==> config.mk <==
export PLATFORM = sky130hd
export DESIGN_NAME = uart_tx_word_flat
export DESIGN_NICKNAME = d
export VERILOG_FILES = /design/src/rtl/uart_pkg.sv /design/src/rtl/uart_tx_word_if.sv /design/src/rtl/uart_tx.sv /design/src/rtl/uart_tx_word.sv /design/src/flat_wrapper.sv
export SDC_FILE = /design/constraint.sdc
export NUM_CORES = 1
export LEC_CHECK = 0
export CORE_MARGIN = 5
export CORE_UTILIZATION = 30
export CTS_BUF_LIST = sky130_fd_sc_hd__clkbuf_4 sky130_fd_sc_hd__clkbuf_8
export CTS_CLUSTER_SIZE = 25
export DETAILED_ROUTE_END_ITERATION = 7
export GPL_ROUTABILITY_DRIVEN = 0
export HOLD_SLACK_MARGIN = 0.1
export SLEW_MARGIN = 25
export SYNTH_ARGS = -nofsm -noshare
export SYNTH_HDL_FRONTEND = slang
export SYNTH_HIERARCHICAL = 1
export SYNTH_SLANG_ARGS = --single-unit
==> constraint.sdc <==
create_clock -name clk -period 4.6 [get_ports clk]
set_input_delay 0.46 -clock clk [delete_from_list [all_inputs] [get_ports clk]]
set_output_delay 0.46 -clock clk [all_outputs]
set_load 0.01 [all_outputs]
==> run_1/placement_by_type.png <==
Bar = 20 µm. Fill, decap, tap and diode cells in grey.
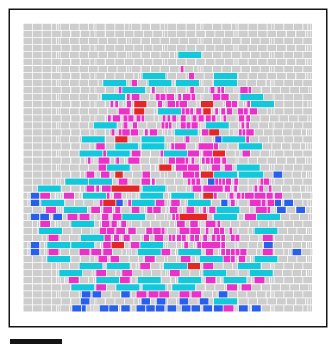
legend:
  other buffers and delay cells:
    colour: blue
    cells: 42
    share_of_their_area: 9.4%
  flops:
    colour: cyan
    cells: 71
    share_of_their_area: 41%
  combinational and other logic:
    colour: magenta
    cells: 261
    share_of_their_area: 44%
  clock drivers and dummy loads:
    colour: red
    cells: 16
    share_of_their_area: 5.5%
Cell Rows: 41
post-route core utilization: 36.24%
sequential cell area share: 39.35%

==> run_1/sizes.png <==
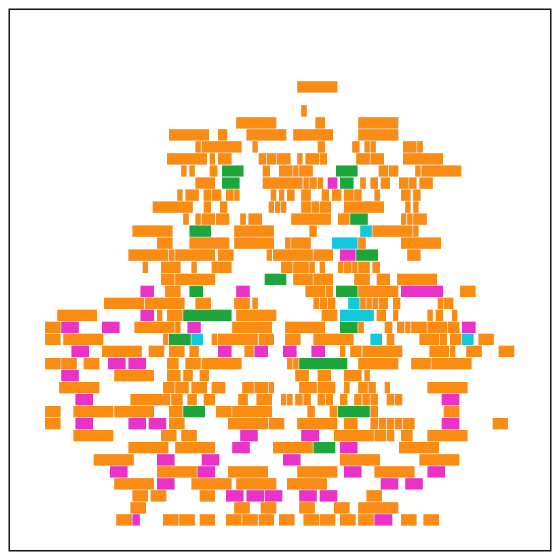
legend:
  _6 and larger:
    colour: green
    cells: 17
    share: 4.4%
    most_used: clkbuf_8
  _2 cells:
    colour: magenta
    cells: 45
    share: 12%
    most_used: mux2_2
  _0 and _1 cells:
    colour: orange
    cells: 321
    share: 82%
    most_used: dfrtp_1
  _3 and _4 cells:
    colour: cyan
    cells: 7
    share: 1.8%
    most_used: buf_4
Non-clk bufs: 42
post-route cell area: 0.004518 mm²

==> run_1/layer_met2.png <==
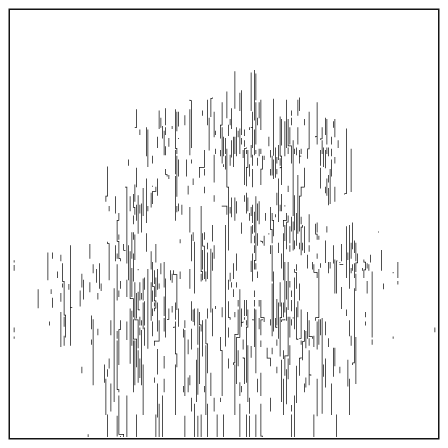
nets with wire on the layer: 376
main direction: vertical
wire length on this layer: 3560 µm
via count: 2714
final wirelength: 7.540 mm
met2 usage: 17.30%

==> run_1/clocks.png <==
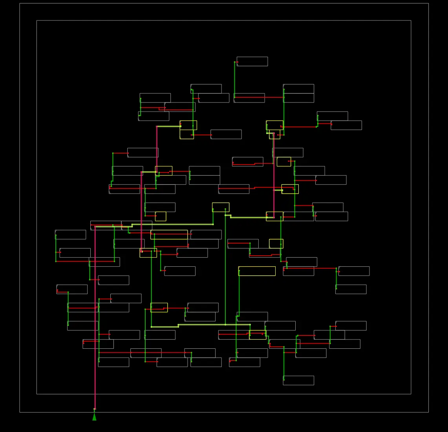
CTS buffer count: 9
Flops: 71
clock-net power: 587 µW
clock skew: 10.61 ps
Sink Count: 71

==> impl_metrics.json, run 1 <==
{
  "worst_hold_slack_ps": 164.4,
  "cts_setup_buffers": 0,
  "hp-class": "input port to asynchronous set/reset pin",
  "dp_cells": 546,
  "required_ps": 4840,
  "drv_cap": 0,
  "worst_setup_path_end_kind": "flop",
  "die_height_um": 122.1,
  "warning_count": 33,
  "htreeDepth": 3,
  "drtPass1Iterations": 4,
  "antenna_found_initial": 0,
  "topCellsByArea": "dfrtp_1, mux2_2, mux2i_1",
  "rsz0062_at_grt": "no",
  "largest_reg_flops": 32,
  "num-nets-final": 432,
  "cp.depth": 10,
  "synth_warnings": 6,
  "drt_iter0_drc": 131,
  "power_density_mw_per_mm2": 511.1,
  "grt_usage_pct": 10.87,
  "dpl_cell_area_mm2": 0.004283,
  "wl_met1_mm": 3.612,
  "cp_max_fo": 9,
  "fin_cells": 562,
  "cts-root-buf": "clkbuf_8",
  "drive_gt1_share_pct": 17.69,
  "ys_top_cells_by_count": "dfrtp_1, mux2_2, nor2_1",
  "hold_buffers": 0,
  "ys_area_mm2": 0.003769,
  "wl_met3_um": 246,
  "area_growth_syn_to_layout_pct": 19.89,
  "yosysTopAreaCell": "dfrtp_1",
  "grt_pass1_vias": 2758,
  "syn_inst": 347,
  "synth_cell_types": 45,
  "avgSynthCellArea_um2": 10.86,
  "drv_slew": 0,
  "worstMarginPinSlew_ps": 760.0,
  "ctsResizeCount": 0,
  "flop_cell": "dfrtp_1",
  "grt_max_degree": 39,
  "antenna_cells": 0,
  "async_reset_ff_share_pct": 100.0,
  "num-fill-cells": 1241,
  "die-area_mm2": 0.01490,
  "peakVddDrop_mv": 0.1873,
  "clk_pin_slew_ps": 90,
  "finalPower_mw": 2.309,
  "gr-total-overflow": 0,
  "crit_buf_inv": 0,
  "status": "complete, no violations",
  "via_per_inst": 4.829,
  "maxSlewHeadroom_pct": 49.33,
  "yosysCellCount": 347,
  "clk_path_buf_depth": 2,
  "route.detailed.drc": 0,
  "critPathTopFamily": "simple AND/OR/NAND/NOR gates",
  "grt_pass1_wl_mm": 12.91,
  "cts_tree": "yes",
  "slowest_delay_ps": 600,
  "hpwl_mm": 5.411,
  "fmax_mhz": 287.4,
  "yosysSeqAreaShare_pct": 47.18,
  "crit_arrival_ps": 3720,
  "syn-cell-area_mm2": 0.003769,
  "dieWidth_um": 122.1,
  "synth-seq-cells": 71,
  "fp_util_pct": 30.23,
  "p_leak_nw": 1.920,
  "dr.max_layer_used": "met4",
  "drtAntennaViolNets": 0,
  "use_met1_pct": 14.26,
  "rrSetupSlack_ps": 1120,
  "wl_met2_mm": 3.564,
  "top_cell": "dfrtp_1",
  "slowest_stage": "or4_1",
  "finalHoldViolations": 0,
  "clk_latency_ps": 360,
  "worst_path_most_repeated_cell": "or4_1",
  "setup_violations": 0,
  "use_met3_pct": 2.600,
  "core_area_mm2": 0.01247,
  "critPathKind": "flop to flop",
  "crit_path_start_kind": "flop",
  "port_buffers": 37,
  "ios": 38,
  "finalCritPeriodShare_pct": 75.64,
  "routedWlPerCell_um": 13.42
}
run 1: through the flow:
step | worst slack [ps] | utilization (%)
6_report | 1120 | 36.24
5_1_grt | 843.7 | 36.24
4_1_cts | 1137 | 36.24
3_5_place_dp | 1172 | 34.36
3_3_place_gp | 1247 | 34.36
2_1_floorplan | 1292 | -
run 1: layout make-up:
| cell class | instances | area [µm²] | area share [%] |
|---|---|---|---|
| multi-input cells | 249 | 1842 | 40.76 |
| flip-flops and latches | 71 | 1778 | 39.35 |
| repair buffers | 42 | 402.9 | 8.917 |
| well taps | 172 | 215.2 | 4.763 |
| clock buffers | 9 | 123.9 | 2.742 |
| clock inverters | 7 | 111.4 | 2.465 |
| inverters | 12 | 45.04 | 0.9970 |
run 1: cells by family (layout without fill, tap and decap cells):
| logic type | after synthesis | in the layout | synth area share [%] |
|---|---|---|---|
| fa+ha+maj | 12 | 12 | 3.984 |
| buf+inv | 27 | 70 | 4.017 |
| mux | 55 | 55 | 15.77 |
| simple gates | 108 | 108 | 14.48 |
| flops | 71 | 71 | 47.18 |
| xor+xnor | 15 | 15 | 3.486 |
| compound gates | 59 | 59 | 11.09 |
run 1: where the power goes:
part | switching (mW) | internal [mW] | total (mW)
sequential | 0.167 | 0.840 | 1.01
combinational | 0.314 | 0.401 | 0.715
clock | 0.267 | 0.320 | 0.587
total | 0.748 | 1.56 | 2.31
run 1: placed cells by master (no fill, tap or decap), types with 8 or more instances in the layout:
master           count
a211oi_1             8
a21oi_1             12
and3_1               8
clkbuf_8             9
clkdlybuf4s50_1     36
dfrtp_1             70
ha_1                12
inv_1               12
mux2_2              32
mux2i_1             20
nand2_1             22
nand3_1             12
nor2_1              31
nor3_1              12
o21ai_0             12
o21ai_2              8
xnor2_1              9
## Run 2: what changed since run 1
Clock period 4.6 ns to 3.1 ns, I/O delays scaled along.
==> impl_metrics.json, run 2 <==
{
  "wl_met1_mm": 3.837,
  "port_buffers": 37,
  "rrSetupSlack_ps": 150,
  "syn-cell-area_mm2": 0.003769,
  "peakVddDrop_mv": 0.2563,
  "route.detailed.drc": 0,
  "dieWidth_um": 122.1,
  "critPathKind": "flop to flop",
  "clock_sinks": 71,
  "crit_arrival_ps": 3190,
  "yosysCellCount": 347,
  "top_area_share_pct": 46.48,
  "yosysSeqAreaShare_pct": 47.18,
  "hpwl_mm": 5.311,
  "cts-root-buf": "clkbuf_8",
  "synthSimpleGateAreaFrac_pct": 14.48,
  "finalHoldViolations": 0,
  "top_logic_kind": "multiplexers",
  "edf_count": 0,
  "antenna_cells": 0,
  "crit_path_start_kind": "flop",
  "gr-total-overflow": 0,
  "synth_warnings": 6,
  "worst_setup_path_end_kind": "flop",
  "flop_cell": "dfrtp_1",
  "grt_max_degree": 72,
  "ys_area_mm2": 0.003769,
  "syn-num-nets": 394,
  "num-nets-final": 445,
  "fin_util_pct": 37.49,
  "p_leak_nw": 1.985,
  "drive_gt1_share_pct": 21.34,
  "fp_util_pct": 30.23,
  "rr_worst_depth": 10,
  "synthMuxAreaShare_pct": 15.77,
  "period_needed_ps": 2951,
  "wl_met3_um": 352,
  "grt_pass1_vias": 2659,
  "synthAoiAreaFrac_pct": 11.09,
  "async_reset_ff_share_pct": 100.0,
  "synth_cell_types": 45,
  "yosysTopAreaCell": "dfrtp_1",
  "mostFrequentLayoutCell": "dfrtp_1",
  "htreeDepth": 3,
  "clk_pin_slew_ps": 90,
  "avgSynthCellArea_um2": 10.86,
  "fin_tns_setup_ps": 0,
  "cts_tree": "yes",
  "drv_cap": 0,
  "rsz0062_at_grt": "no",
  "xor_share_pct": 3.486,
  "cp_max_fo": 9,
  "clk_path_buf_depth": 2,
  "warning_count": 34,
  "maxSlewHeadroom_pct": 40.79,
  "finalClockSkew_ps": 10.41,
  "core_area_mm2": 0.01247,
  "via_per_inst": 4.784,
  "die-area_mm2": 0.01490,
  "finalCritPeriodShare_pct": 95.19,
  "syn_inst": 347,
  "power_density_mw_per_mm2": 729.3,
  "grt_pass1_wl_mm": 12.97,
  "ios": 38,
  "required_ps": 3340,
  "drtAntennaViolNets": 0,
  "dr.max_layer_used": "met4",
  "placementRows": 41,
  "synth-seq-cells": 71,
  "largest_reg_flops": 32,
  "worstMarginPinSlew_ps": 888.1,
  "topCellsByArea": "dfrtp_1, mux2_2, mux2i_1",
  "drt_iter0_drc": 131,
  "top_cell": "dfrtp_1",
  "layout_top_cells": "dfrtp_1, clkdlybuf4s50_1, mux2_2",
  "routedWlPerCell_um": 13.58,
  "wl_met2_mm": 3.518,
  "num-fill-cells": 1230,
  "place_ws_ps": 105.0,
  "status": "complete, no violations",
  "antenna_found_initial": 0,
  "clk_latency_ps": 350,
  "drtPass1Iterations": 7,
  "grt_usage_pct": 10.88,
  "die_height_um": 122.1,
  "ctsResizeCount": 0,
  "adder_share_pct": 3.984,
  "setup_violations": 0,
  "drv_slew": 0,
  "numCtsBuffers": 9,
  "fmax_mhz": 338.9,
  "ys_top_cells_by_count": "dfrtp_1, mux2_2, nor2_1",
  "hp-class": "input port to asynchronous set/reset pin"
}
==> run 2: cell counts after synthesis <==
No cell type changed its count.
==> run 2: power by group <==
part	total, mW	switching, mW	internal, mW
logic	1.07	0.469	0.603
clock network	0.837	0.375	0.463
registers	1.50	0.252	1.25
==> run 2: cell type report <==
class                      count  area [µm²]  share of cell area [%]
clock buffer                   9       123.9                   2.651
clock inverter                 7       102.6                   2.195
inverter                      12       45.04                  0.9639
multi-input combinational    249        1874                   40.11
sequential                    71        1778                   38.05
tap                          172       215.2                   4.605
timing repair buffer          55       534.3                   11.43
==> run 2: critical path, cell delays in order, from the launching register on <==
cell	delay, ps
dfrtp_1	400
or4_1	500
or4_1	480
nor2_4	120
and3_4	240
and2_1	270
nor2_8	90
mux2_1	330
a211o_1	290
nand2_1	70
o21ai_2	50
==> run 2: routing by layer <==
metal  vias to the layer above  GRT usage (%)
li1                       1352              -
met3                         6          3.482
met2                        45          16.19
met4                         0          3.779
met5                         -              0
met1                      1348          14.93
==> run 2: what timing repair did <==
item | CTS | global route
endpoints found under the setup margin | 0 | 5
setup buffers | 0 | 4
hold buffers | 0 | 0
==> run 2: logic make-up (layout without fill, tap and decap cells) <==
group,after synthesis,count (layout)
AOI/OAI and AO/OA,59,59
adders and majority gates,12,12
DFF,71,71
and+or+nand+nor,108,108
xor gates and xnor gates,15,15
muxes,55,55
buffers and inverters,27,83
==> run 2: stage by stage <==
step / area, µm² / cells / power, mW / hold WS (ps)
floorplan: 3811 / 347 / 2.260 / 14.41
global placement: 4380 / 553 / 2.557 / 493.3
detailed placement: 4380 / 553 / 2.594 / 507.5
CTS: 4607 / 569 / 3.452 / 187.4
global route: 4673 / 575 / 3.629 / 233.7
finish: 4673 / 575 / 3.408 / 156.2
==> run_2/layer_met2.png <==
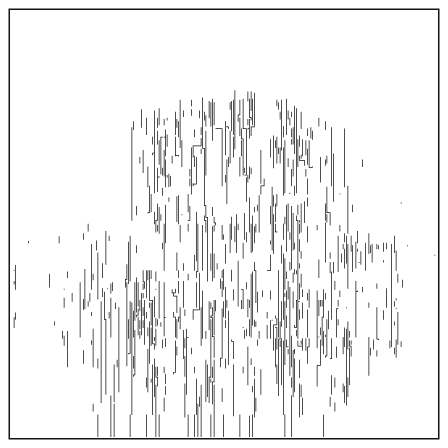
longest straight run: 32.0 µm
share of all routed wire: 45%
wire length on this layer: 3520 µm
nets with wire on the layer: 373
met2 usage: 16.19%
via count: 2751
final wirelength: 7.810 mm

==> run_2/sizes.png <==
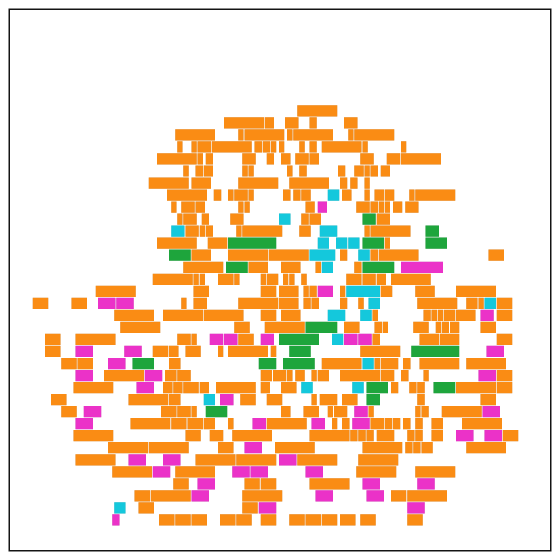
legend:
  _3 and _4 cells:
    colour: cyan
    cells: 21
    share: 5.2%
    most_used: buf_4
  _0 and _1 cells:
    colour: orange
    cells: 317
    share: 79%
    most_used: dfrtp_1
  _6 and larger:
    colour: green
    cells: 19
    share: 4.7%
    most_used: clkbuf_8
  _2 cells:
    colour: magenta
    cells: 46
    share: 11%
    most_used: mux2_2
post-route cell area: 0.004673 mm²
Non-clk bufs: 55
final worst slack: 149.2 ps
Syn-to-layout area delta: 24.00%

Power figures rest on the tool's default switching activity, not on a simulated workload.
